`config.mk`:
```
export PLATFORM = sky130hd
export DESIGN_NAME = vector_packer_flat
export DESIGN_NICKNAME = d
export VERILOG_FILES = /design/src/rtl/vector_packer_if.sv /design/src/rtl/vector_packer.sv /design/src/flat_wrapper.sv
export SDC_FILE = /design/constraint.sdc
export NUM_CORES = 1
export LEC_CHECK = 0
export ABC_AREA = 1
export CAP_MARGIN = 20
export CORE_AREA = 2 2 158 160
export CTS_BUF_LIST = sky130_fd_sc_hd__clkbuf_4 sky130_fd_sc_hd__clkbuf_8
export DETAILED_ROUTE_END_ITERATION = 8
export DIE_AREA = 0 0 160 162
export PLACE_DENSITY = 0.82
export SETUP_SLACK_MARGIN = 0.15
export SYNTH_ARGS = -nofsm -noshare
export SYNTH_HDL_FRONTEND = slang
export SYNTH_SLANG_ARGS = --single-unit
```
`constraint.sdc`:
```
create_clock -name clk -period 1.7 [get_ports clk]
set_clock_uncertainty 0.1 [all_clocks]
set_input_delay 0.34 -clock clk [delete_from_list [all_inputs] [get_ports clk]]
set_output_delay 0.34 -clock clk [all_outputs]
set_load 0.01 [all_outputs]
```
`src/rtl/vector_packer_if.sv`:
```
// vector_packer_if: traced-word input and vector-to-inputBuffer output bundle.
interface vector_packer_if #(
    parameter int N = 8,
    parameter int DATA_WIDTH = 32
);
    logic                         valid_in;
    logic [DATA_WIDTH-1:0]        data_in;
    logic                         eof_in;
    logic                         enqueue;
    logic                         eof_out;
    logic [N-1:0][DATA_WIDTH-1:0] vector_out;
    logic [$clog2(N+1)-1:0]       valid_lanes;
    logic [15:0]                  frame_count;
    modport master (
        output valid_in, data_in, eof_in,
        input  enqueue, eof_out, vector_out, valid_lanes, frame_count
    );
    modport slave (
        input  valid_in, data_in, eof_in,
        output enqueue, eof_out, vector_out, valid_lanes, frame_count
    );
endinterface

```
`src/rtl/vector_packer.sv`:
```
// vector_packer: packs traced scalar words into N-lane vectors, padding partial vectors at end-of-frame.
module vector_packer #(
    parameter int N = 8,
    parameter int DATA_WIDTH = 32,
    parameter logic [DATA_WIDTH-1:0] PAD_VALUE = '0
) (
    input logic clk,
    input logic reset,
    vector_packer_if.slave bus
);
    localparam int CW = $clog2(N + 1);
    typedef enum logic {IDLE, FILL} state_e;
    state_e state_q, state_d;
    logic [CW-1:0] count_q, count_d, lanes_q, lanes_d, idx, fill;
    logic [N-1:0][DATA_WIDTH-1:0] vec_q, vec_d;
    logic enq_q, enq_d, eof_q, eof_d, emit;
    logic [15:0] fc_q, fc_d;
    // fill is the number of real lanes once this cycle's word (if any) is stored
    assign idx = state_q == IDLE ? '0 : count_q;
    assign fill = bus.valid_in ? idx + 1'b1 : idx;
    assign emit = bus.eof_in || (bus.valid_in && idx == CW'(N - 1));
    always_comb begin
        vec_d = vec_q;
        enq_d = emit;
        eof_d = emit ? bus.eof_in : eof_q;
        lanes_d = emit ? fill : lanes_q;
        fc_d = bus.eof_in ? fc_q + 16'd1 : fc_q;
        count_d = emit ? '0 : fill;
        state_d = count_d == '0 ? IDLE : FILL;
        for (int i = 0; i < N; i++) begin
            if (bus.valid_in && CW'(i) == idx) vec_d[i] = bus.data_in;
            else if (emit && CW'(i) >= fill) vec_d[i] = PAD_VALUE;
        end
    end
    always_ff @(posedge clk) begin
        if (reset) begin
            state_q <= IDLE;
            count_q <= '0;
            vec_q   <= {N{PAD_VALUE}};
            enq_q   <= 1'b0;
            eof_q   <= 1'b0;
            lanes_q <= '0;
            fc_q    <= '0;
        end else begin
            state_q <= state_d;
            count_q <= count_d;
            vec_q   <= vec_d;
            enq_q   <= enq_d;
            eof_q   <= eof_d;
            lanes_q <= lanes_d;
            fc_q    <= fc_d;
        end
    end
    assign bus.enqueue     = enq_q;
    assign bus.eof_out     = eof_q;
    assign bus.vector_out  = vec_q;
    assign bus.valid_lanes = lanes_q;
    assign bus.frame_count = fc_q;
endmodule

```
`src/flat_wrapper.sv`:
```
// flat-port wrapper written by rule: the top's interface ports become plain ports
module vector_packer_flat 
#(
    parameter int N = 8,
    parameter int DATA_WIDTH = 32,
    parameter logic [DATA_WIDTH-1:0] PAD_VALUE = '0
)
  (clk, reset, bus_valid_in, bus_data_in, bus_eof_in, bus_enqueue, bus_eof_out, bus_vector_out, bus_valid_lanes, bus_frame_count);
  vector_packer_if #(.N(N), .DATA_WIDTH(DATA_WIDTH)) bus_i ();
  input logic clk;
  input logic reset;
  input wire logic [$bits(bus_i.valid_in)-1:0] bus_valid_in;
  input wire logic [$bits(bus_i.data_in)-1:0] bus_data_in;
  input wire logic [$bits(bus_i.eof_in)-1:0] bus_eof_in;
  output wire logic [$bits(bus_i.enqueue)-1:0] bus_enqueue;
  output wire logic [$bits(bus_i.eof_out)-1:0] bus_eof_out;
  output wire logic [$bits(bus_i.vector_out)-1:0] bus_vector_out;
  output wire logic [$bits(bus_i.valid_lanes)-1:0] bus_valid_lanes;
  output wire logic [$bits(bus_i.frame_count)-1:0] bus_frame_count;
  assign bus_i.valid_in = bus_valid_in;
  assign bus_i.data_in = bus_data_in;
  assign bus_i.eof_in = bus_eof_in;
  assign bus_enqueue = bus_i.enqueue;
  assign bus_eof_out = bus_i.eof_out;
  assign bus_vector_out = bus_i.vector_out;
  assign bus_valid_lanes = bus_i.valid_lanes;
  assign bus_frame_count = bus_i.frame_count;
  vector_packer #(.N(N), .DATA_WIDTH(DATA_WIDTH), .PAD_VALUE(PAD_VALUE)) u_core (.clk(clk), .reset(reset), .bus(bus_i));
endmodule
```
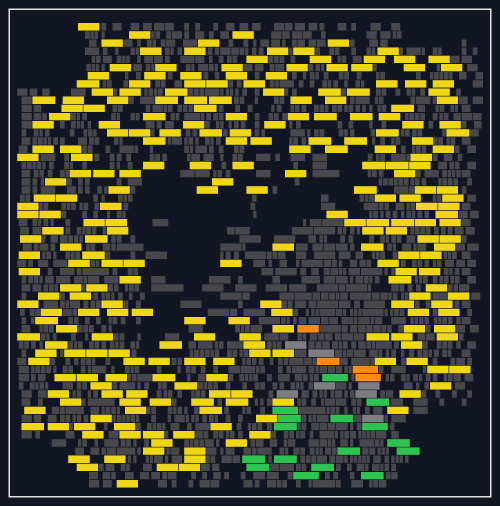
Fig. 1. Where the registers sit (run 1).
Scale: 3 px per um. Other sequential cells in the stronger grey, the rest of the logic in the fainter grey.
| signal | colour | flops |
|---|---|---|
| u_core.count_q | orange | 4 |
| u_core.bus.frame_count | green | 16 |
| u_core.bus.vector_out | yellow | 256 |
not coloured: 7

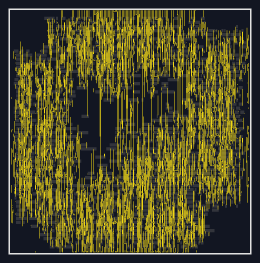
Fig. 2. M2 wires (run 1).
Scale: 1.5 px per um. Cells faint in the background.
nets with wire on the layer: 1,471
longest straight run: 79.7 um
share of all routed wire: 48%
WL final: 40,700 um
DR vias: 11,300
met2 usage: 49.4%

==> results.ini, run 1 <==
[final_timing]
fin_ws_ns = -0.0160
worst_slew_pin_slew_ns = 0.511
max_slew_margin_pct = 65.9
finalHoldViolCount = 0
setup-violations-final = 13

[floorplan]
core_util_floorplan_pct = 43.5
die_area_um2 = 25900

[layout]
n_fill_cell = 2134
signal_buffers = 432

[synthesis]
yosys.stat.seqShare_pct = 54.1
yosys_area_um2 = 10500

[run]
max_cap_viol_count = 0

[run_status]
status = complete, but fails checks
violations = setup timing

[hold_path]
hold_depth = 2
worstHoldStart = reset

[worst_setup_path]
crit_path_end_kind = flop
critPathBufInv = 3

[global_route]
grt.overflow.total = 0

[power]
internal_power_mw = 10.4

[clock_network]
cts_root_buf = clkbuf_8

[routing]
wl_met1_um = 15400

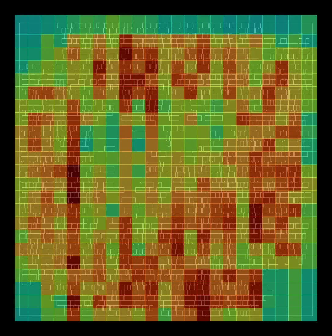
Fig. 3. Routing congestion (run 1).
routing usage on met1: 34.8%
Final Util: 63.4%
Total GRT Usage: 29.2%

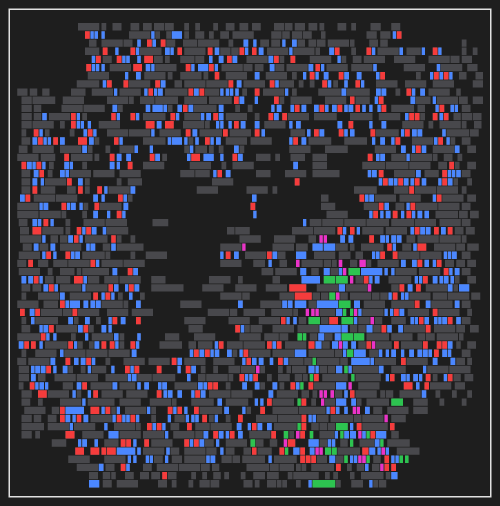
Fig. 4. Gate families picked out (run 1).
Scale: 3 px per um.
| family | colour | cells |
|---|---|---|
| nand cells | blue | 582 |
| nor cells | green | 38 |
| inv cells | magenta | 35 |
| aoi and oai cells | red | 285 |

Fig. 5: run 1, zoomed window
Window x 60 to 100, y 93 to 133 um. Cells in grey, sequential cells in the stronger grey; small squares are vias.
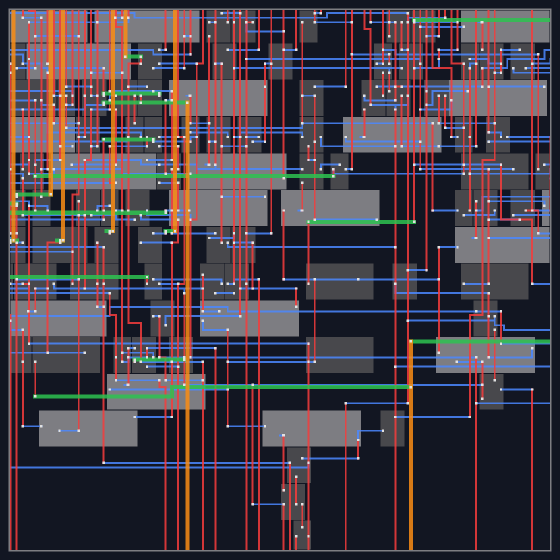

## Run 2: what changed since run 1
CORE_AREA = 2 2 188 135   (was 2 2 158 160)
DIE_AREA = 0 0 190 137   (was 0 0 160 162)
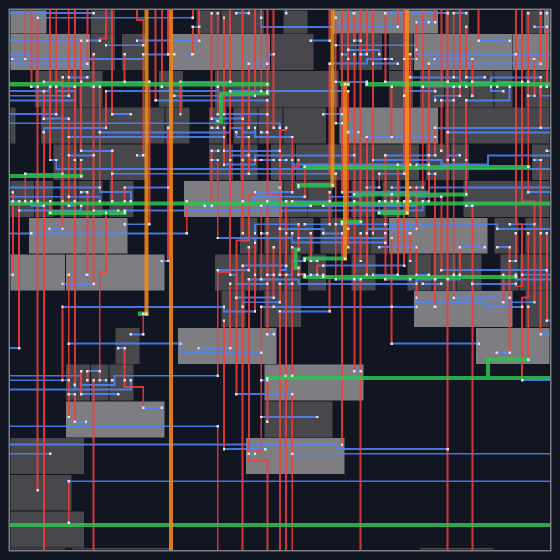
Fig. 6. Zoomed window (run 2).
Window x 75 to 115, y 76 to 116 um. Cells in grey, sequential cells in the stronger grey; small squares are vias.
| layer | colour |
|---|---|
| M2 | red |
| M1 | blue |
| M3 | green |
| M4 | orange |
cells with their middle in the window: 93
sequential cells in the window: 16
netlist names of flops here include: u_core.bus.vector_out (16)
most frequent: nand2_1 (17), nand3_1 (16)

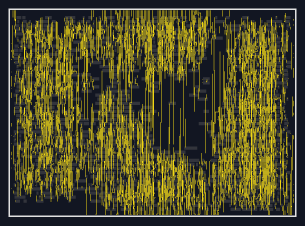
Fig. 7. M2 wires (run 2).
Scale: 1.5 px per um. Cells faint in the background.
nets with wire on the layer: 1,488
longest straight run: 61.5 um
share of all routed wire: 45%
main direction: vertical
wire length on this layer: 19,500 um

==> run 2 against run 1 <==
The flow still finishes with violations (setup timing). Hold slack gained 0.35 ns. Critical path depth did not move. Clock power is 2% lower. Core utilization increased by 1.1 points. Synthesized cell count unchanged. Combinational power up about 10%. Via count is 2.2% higher. Fmax decreased by 5.8%. Critical path type unchanged. Largest power group unchanged.
==> results.ini, run 2 <==
[run_status]
status = complete, but fails checks
violations = setup timing

[synthesis]
yosys_area_um2 = 10500
xor_area_share_pct = 0
syn_area_per_cell_um2 = 7.71
yosys.stat.seqShare_pct = 54.1
synth_nets = 1396

[worst_setup_path]
crit_end = u_core.bus.vector_out[82]$_SDFFE_PP0P_
worstReg2RegEnd = u_core.bus.vector_out[82]$_SDFFE_PP0P_
critPathBufInv = 4
crit_path_end_kind = flop
cpMostUsedCell = buf_12

[floorplan]
die_area_um2 = 26000
core_util_floorplan_pct = 43.3
io-pin-count = 314

[routing]
wl_met1_um = 16600
finalWirelength_um = 43400

[run]
max_cap_viol_count = 0

[clock_network]
cts_root_buf = clkbuf_8
cts_resized = 961

[global_route]
use_met2_pct = 48.9
grt.met1_usage_pct = 38.5
grt_usage_pct = 30.5

[final_timing]
rsz0062_at_grt = true
fin_ws_ns = -0.122
worst_slew_pin_slew_ns = 0.515
setup-violations-final = 132
max_slew_margin_pct = 65.6

[power]
pg_comb_mw = 1.03
p_leak_nw = 6.66

[layout]
finalCoreUtilization_pct = 64.5
lay_top_count = nand2_1
signal_buffers = 443
largest_reg_flops = 256
n_fill_cell = 1979

[hold_path]
hold_depth = 2

[placed_design]
post-place-cells = 1962

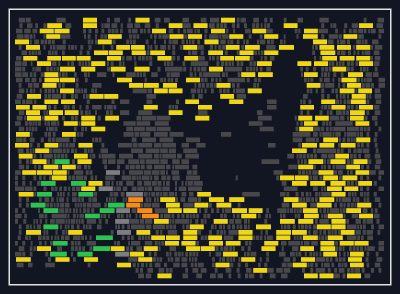
Fig. 8. Where the registers sit (run 2).
Scale: 2 px per um. Other sequential cells in the stronger grey, the rest of the logic in the fainter grey.
| signal | colour | flops |
|---|---|---|
| u_core.bus.frame_count | green | 16 |
| u_core.count_q | orange | 4 |
| u_core.bus.vector_out | yellow | 256 |
not coloured: 7

Power and IR drop assume default switching activity.
